**src/rtl/seq_pkg.sv**
```systemverilog
// Shared types and constants for the sequential-design library.
// The serial blocks pull their FSM state encoding and default word length from here.
package seq_pkg;

    localparam int DEFAULT_WIDTH = 8;

    typedef enum logic {
        IDLE  = 1'b0,
        SHIFT = 1'b1
    } tx_state_t;

endpackage

```
**src/rtl/down_counter.sv**
```systemverilog
// Loadable down-counter with enable and zero flag.
// A load takes priority over a decrement in the same cycle.
module down_counter #(
    parameter int W = 3
) (
    input  logic         clk,
    input  logic         rst,
    input  logic         load,
    input  logic [W-1:0] load_val,
    input  logic         en,
    output logic [W-1:0] cnt,
    output logic         zero
);

    always_ff @(posedge clk) begin
        if (rst)       cnt <= '0;
        else if (load) cnt <= load_val;
        else if (en)   cnt <= cnt - 1'b1;
    end

    assign zero = (cnt == '0);

endmodule

```
**src/rtl/piso_shift_tx.sv**
```systemverilog
// Parallel-in serial-out transmitter: accepts a word on load/ready and shifts it out MSB first,
// one bit per shift_en_in edge, with back-to-back reload on the final bit.
module piso_shift_tx
    import seq_pkg::*;
#(
    parameter int WIDTH = DEFAULT_WIDTH
) (
    input  logic             clk_in,
    input  logic             rst_in,
    input  logic [WIDTH-1:0] data_in,
    input  logic             load_in,
    input  logic             shift_en_in,
    output logic             ready_out,
    output logic             ser_out,
    output logic             frame_out,
    output logic             done_out
);

    localparam int            CW       = $clog2(WIDTH);
    localparam logic [CW-1:0] CNT_INIT = CW'(WIDTH - 1);

    tx_state_t        state, state_nxt;
    logic [WIDTH-1:0] shreg;
    logic [CW-1:0]    cnt;
    logic             cnt_zero;
    logic             last_bit;
    logic             shift_step;
    logic             accept;

    assign last_bit   = (state == SHIFT) && cnt_zero && shift_en_in;
    assign shift_step = (state == SHIFT) && shift_en_in && !cnt_zero;
    assign accept     = load_in && ready_out;

    down_counter #(.W(CW)) u_cnt (
        .clk      (clk_in),
        .rst      (rst_in),
        .load     (accept),
        .load_val (CNT_INIT),
        .en       (shift_step),
        .cnt      (cnt),
        .zero     (cnt_zero)
    );

    always_ff @(posedge clk_in) begin
        if (rst_in) state <= IDLE;
        else        state <= state_nxt;
    end

    always_comb begin
        state_nxt = state;
        case (state)
            IDLE:    if (load_in) state_nxt = SHIFT;
            SHIFT:   if (last_bit && !load_in) state_nxt = IDLE;
            default: state_nxt = IDLE;
        endcase
    end

    always_comb begin
        ready_out = 1'b0;
        frame_out = 1'b0;
        ser_out   = 1'b0;
        done_out  = 1'b0;
        case (state)
            IDLE: ready_out = 1'b1;
            SHIFT: begin
                frame_out = 1'b1;
                ser_out   = shreg[WIDTH-1];
                ready_out = last_bit;
                done_out  = last_bit;
            end
            default: ;
        endcase
    end

    // A final-bit reload and a fresh IDLE accept share the same capture path.
    always_ff @(posedge clk_in) begin
        if (rst_in)          shreg <= '0;
        else if (accept)     shreg <= data_in;
        else if (shift_step) shreg <= {shreg[WIDTH-2:0], 1'b0};
    end

endmodule

```
**config.mk**
```make
export PLATFORM = sky130hd
export DESIGN_NAME = piso_shift_tx
export DESIGN_NICKNAME = d
export VERILOG_FILES = /design/src/rtl/seq_pkg.sv /design/src/rtl/down_counter.sv /design/src/rtl/piso_shift_tx.sv
export SDC_FILE = /design/constraint.sdc
export NUM_CORES = 1
export LEC_CHECK = 0
export CORE_MARGIN = 4
export CORE_UTILIZATION = 52
export CTS_BUF_LIST = sky130_fd_sc_hd__clkbuf_8 sky130_fd_sc_hd__clkbuf_16
export CTS_CLUSTER_DIAMETER = 40
export DETAILED_ROUTE_END_ITERATION = 6
export PLACE_DENSITY = 0.81
export SLEW_MARGIN = 10
export SYNTH_ARGS = -nofsm -noshare
export SYNTH_HDL_FRONTEND = slang
export SYNTH_SLANG_ARGS = --single-unit
```
**constraint.sdc**
```tcl
create_clock -name clk_in -period 2.6 [get_ports clk_in]
set_input_delay 0.78 -clock clk_in [delete_from_list [all_inputs] [get_ports clk_in]]
set_output_delay 0.78 -clock clk_in [all_outputs]
set_load 0.01 [all_outputs]
```
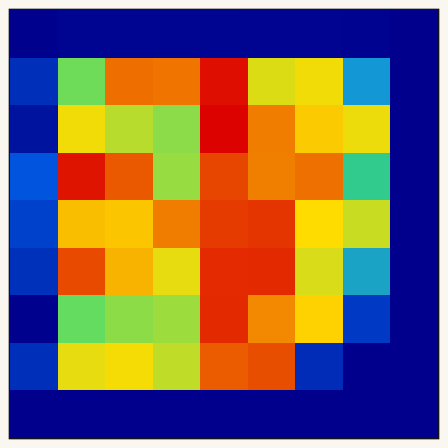
run_1/util_map.png
9 x 9 tiles, from dark blue (low) to red (high), 0 to 100% covered.
tiles over 75% full = 32%
mean over tiles = 45%
emptiest ninth of the die = south-east
densest ninth of the die = center
utilization after layout: 0.729
FP Util: 0.565
Core Box Area: 1320 µm²

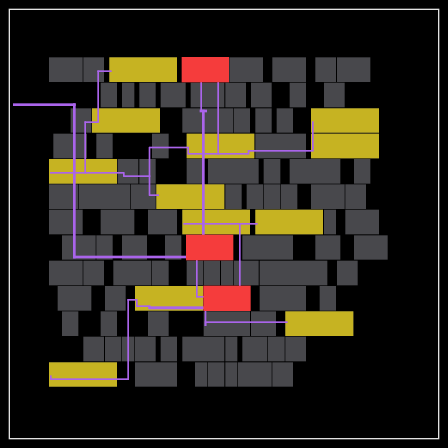
run_1/clock_wires.png
clock wires -> purple  # length 184 µm
clock-net drivers -> red  # count 3
flip-flops -> yellow  # count 12
routed clock nets = 4
clock group power: 206 µW
insertion delay at the late pin of the worst-skew pair: 0.24 ns
portion of total power attributed to the clock network: 0.373

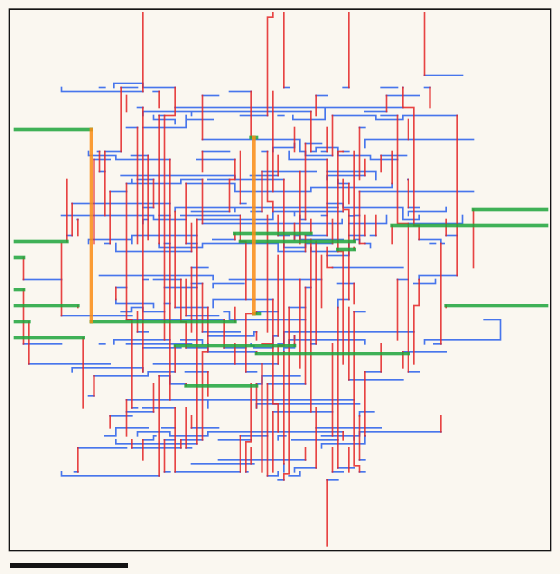
run_1/layers.png
Scale bar: 10 µm.
M1 -> blue  # wire length 766 µm
M3 -> green  # wire length 111 µm
M2 -> red  # wire length 786 µm
M4 -> orange  # wire length 31.3 µm
total track usage: 0.203
detailed-route via count: 692
total wire length: 1690 µm

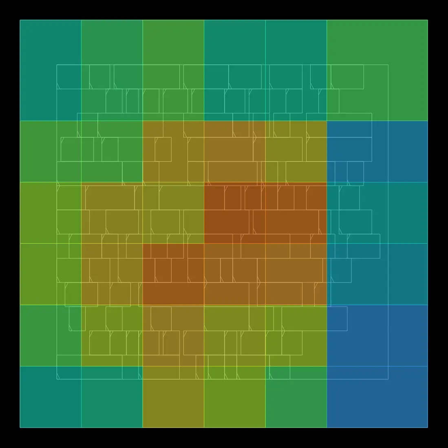
run_1/congestion_map.png
wire length per cell: 14.5 µm
global-route track usage on met1: 0.259
gr busiest metal: met2
met3 capacity usage during global routing: 0.0395
met2 layer usage reported by global route: 0.320

==> flow_summary.ini, run 1 <==
; generated from flow reports
[run_status]
run_status = completed

[logic_synthesis]
synthSimpleGateAreaFrac = 0.239
cells_after_synth = 85
netlist.top_cell.by_area = dfxtp_1
post_synth_most_frequent_cells = dfxtp_1, o21ai_0, nand2b_1, a21oi_1, nand3_1
dominant_non_sequential_cell_family_after_synthesis = AND-OR/OR-AND gates
yosysChipArea_um2 = 744
synth_compound_gate_area_share = 0.311
enable_flop_cells = 0
synthesis.area_um2 = 744
post_synth_mux_area_share = 0.0151
yosys.area_share.xor_xnor = 0
ys_sh_adder = 0.0336
top_cell_area_share = 0.323

[power]
comb_power_uw = 133
p_int_uw = 401
power.largest_group = registers
power.leakage_nw = 0.359

[routing]
via_per_inst = 5.91
first_pass_iters = 4
drcViolationCount = 0
route.antenna.remaining_nets = 0
met3RoutedLength_um = 111
detailedRoute.firstIterationViolations = 32

[min_path]
hp-start = shreg[3]$_SDFFE_PP0P_

[floorplanning]
die_x_um = 45.8
core.rowCount = 13
chip_area_um2 = 2100
boundaryPins = 16

[worst_setup_path]
critPathKind = flop to primary output
rrSetupSlack_ns = 0.95
cp_top_family = buffers and inverters
worstSetupStartpoint = u_cnt.cnt[0]$_SDFFE_PP0P_
worst_flop_to_flop_path_startpoint = u_cnt.cnt[0]$_SDFFE_PP0P_
crit_path_max_fanout = 4
critical_path.endpoint = done_out
crit_slowest_cell = clkdlybuf4s50_1

[timing]
grt_setup_unrepaired = false
timing.final.hold_violations = 0
fmaxAchievable_mhz = 411
setup_tns_ns = 0
final.min_clock_period_ns = 2.43
setup-violations-final = 0
maxSlewHeadroom = 0.697

[cts]
clk_root_buffer_cell = clkbuf_8
cts_max_level = 1
tritoncts = yes
postCtsHoldBufs = 0
cts_setup_buffers = 0
worst_setup_hold_path_clk_slew_ns = 0.05
postCtsResizedCells = 1
tritoncts.num_buffers = 3
numClockSinks = 12

[finish]
antennaDiodeCount = 0
filler_cell_count = 106
area_growth_syn_to_layout_pct = 29.1
finalNetCount = 117
post_route_cells_drive_above_1_share = 0.196
lay_top_cells = clkdlybuf4s50_1, dfxtp_1, o21ai_0

[grt]
grt_start_max_net_pins = 13
wire_length_of_the_first_global_routing_pass_um = 3040
gr-total-overflow = 0

[run]
max_cap_violations = 0
warning_count = 27

[place]
post-place-ws_ns = -0.264
routability_congestion_estimate = 0.770
==> run 1: through the flow <==
stage	total power, mW	hold slack [ns]	std cells
6_report	0.552	0.503	117
5_1_grt	0.581	0.518	117
4_1_cts	0.556	0.505	117
3_5_place_dp	0.349	0.489	113
3_3_place_gp	0.346	0.480	113
2_1_floorplan	0.305	0.458	85
==> run 1: cell type report <==
class | instances | area (µm²) | share of cell area
sequential | 12 | 240 | 0.250
inverter | 3 | 11.3 | 0.0117
timing repair buffer | 21 | 190 | 0.198
tap | 15 | 18.8 | 0.0195
multi-input combinational | 62 | 445 | 0.464
clock buffer | 4 | 55.1 | 0.0573
==> run 1: state kept, by name (all words and copies together) (netlist names) <==
name / cells
state: 1
u_cnt.cnt: 3
shreg: 8
--- run 2 (diff from run 1) ---
ABC_AREA = 1   (was not set)
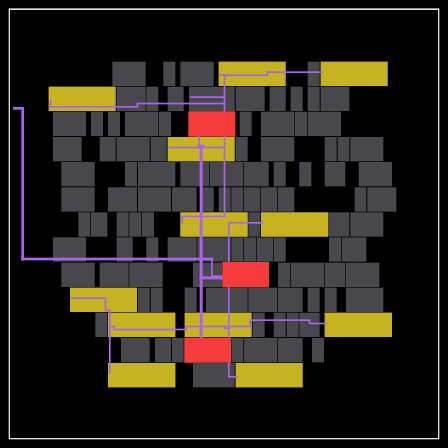
run_2/clock_wires.png
clock-net drivers -> red  # count 3
clock wires -> purple  # length 195 µm
flip-flops -> yellow  # count 12
routed clock nets = 4
clock group power: 207 µW
Clock Skew: 0.00341 ns
portion of total power attributed to the clock network: 0.385

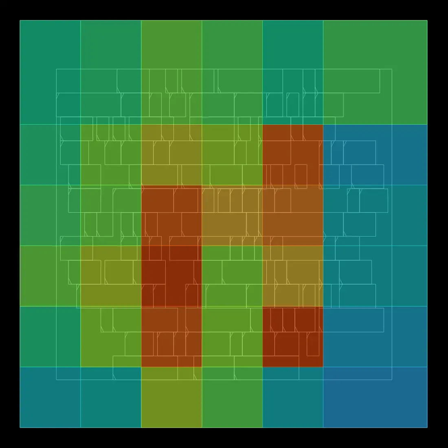
run_2/congestion_map.png
global-route track usage on met1: 0.204
met3 capacity usage during global routing: 0.0469
wire length per cell: 11.1 µm
met2 layer usage reported by global route: 0.280
total track usage: 0.174

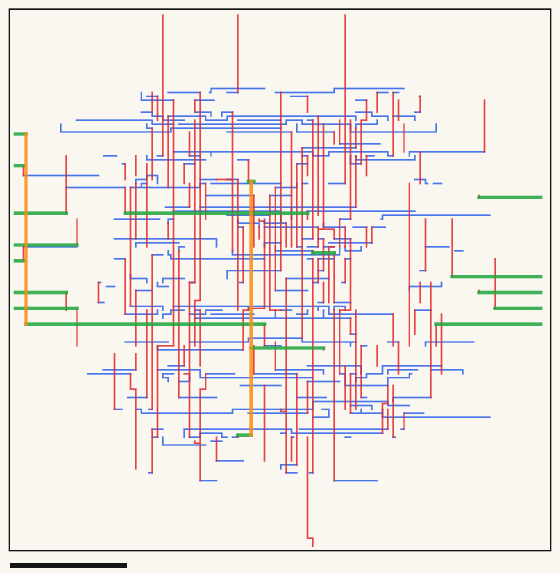
run_2/layers.png
Scale bar: 10 µm.
M2 -> red  # wire length 676 µm
M3 -> green  # wire length 98.2 µm
M1 -> blue  # wire length 656 µm
M4 -> orange  # wire length 38.1 µm
total wire length: 1470 µm
detailed-route via count: 637

==> flow_summary.ini, run 2 <==
; generated from flow reports
[run_status]
run_status = completed

[routing]
route.antenna.remaining_nets = 0
via_per_inst = 4.83
drcViolationCount = 0
detailedRoute.firstIterationViolations = 9
met3RoutedLength_um = 98

[finish]
clock_buffers = 4
largest_register = shreg
utilization_after_layout = 0.715
filler_cell_count = 117
seqCellArea_um2 = 240
logic_gates = 65
max_reg_flops = 8
logic_gate_fraction_of_the_total_cell_area = 0.425
area_growth_syn_to_layout_pct = 26.4
reg_top3 = shreg: 8 flops, u_cnt.cnt: 3 flops, state: 1 flops
layout.buffer.nonclock.area_share = 0.184
antennaDiodeCount = 0
lay_top_cells = nand2_1, inv_1, clkdlybuf4s50_1
multi_input_comb_area_um2 = 410
finish.cell_count_without_fillers = 132
n_sequential_cell = 12
seq_area_frac = 0.249
finalNetCount = 132

[cts]
tritoncts = yes
insertion_delay_at_the_late_pin_of_the_worst_skew_pair_ns = 0.24
clk_root_buffer_cell = clkbuf_8
cts_max_level = 1
postCtsResizedCells = 2
postCtsHoldBufs = 0
worst_setup_hold_path_clk_slew_ns = 0.06
cts_setup_buffers = 0

[logic_synthesis]
ys_sh_adder = 0.0327
synth_compound_gate_area_share = 0.123
synth.yosys.num_cells = 99
dominant_non_sequential_cell_family_after_synthesis = simple AND/OR/NAND/NOR gates
synthesis.area_um2 = 764
yosysChipArea_um2 = 764
netlist.top_cell.by_area = dfxtp_1
post_synth_most_frequent_cells = nand2_1, inv_1, dfxtp_1, a21oi_2, nand3_2
post_synth_mux_area_share = 0
top_cell_area_share = 0.314
enable_flop_cells = 0
cells_after_synth = 99

[timing]
final.min_clock_period_ns = 2.53
setup_tns_ns = 0
fmaxAchievable_mhz = 395
setup-violations-final = 0
hold_ws_ns = 0.476
maxSlewHeadroom = 0.792
grt_setup_unrepaired = false
timing.final.hold_violations = 0

[worst_setup_path]
crit_path_max_fanout = 2
critPathKind = primary input to primary output
worst_flop_to_flop_path_startpoint = u_cnt.cnt[0]$_SDFFE_PP0P_
cp_top_family = buffers and inverters
critical_path.endpoint = ready_out
crit_slowest_cell = clkdlybuf4s50_1
worstSetupStartpoint = shift_en_in
rrSetupSlack_ns = 0.95

[power]
power.largest_group = registers
total_switching_power_uw = 149
p_int_uw = 389
power.total_uw = 538
power.leakage_nw = 0.454
comb_power_uw = 120

[floorplanning]
initial_utilization = 0.566
die_x_um = 46.3
core.rowCount = 13
chip_area_um2 = 2150
n_tap_cell = 15
design.core.area_um2 = 1350

[place]
dp_cells = 128
post-place-ws_ns = -0.204

[grt]
grt_start_max_net_pins = 19
wire_length_of_the_first_global_routing_pass_um = 2560
grt-busiest-layer = met2
gr-total-overflow = 0

[min_path]
hp-start = shreg[0]$_SDFFE_PP0P_

[run]
max_cap_violations = 0
## run 2: cell types whose count changed in the layout (fill, tap and decap cells not counted), moves of 3 or more
cell | before | now
inv_1 | 3 | 15
nand2_2 | 0 | 3
a311oi_2 | 6 | 0
o21ai_0 | 11 | 1
a21oi_2 | 0 | 9
nand3_2 | 0 | 9
a31oi_1 | 3 | 0
nand2_1 | 2 | 26
a21oi_1 | 8 | 2
nand2b_1 | 9 | 0
## run 2: cell families (layout without fill, tap and decap cells)
| group | after synthesis | after routing |
|---|---|---|
| xor gates and xnor gates | 1 | 1 |
| AOI/OAI and AO/OA | 12 | 12 |
| adders and majority gates | 2 | 2 |
| buffers and inverters | 22 | 40 |
| DFF | 12 | 12 |
| and+or+nand+nor | 50 | 50 |
No activity file was given, so power comes from the tool's default toggle rates.
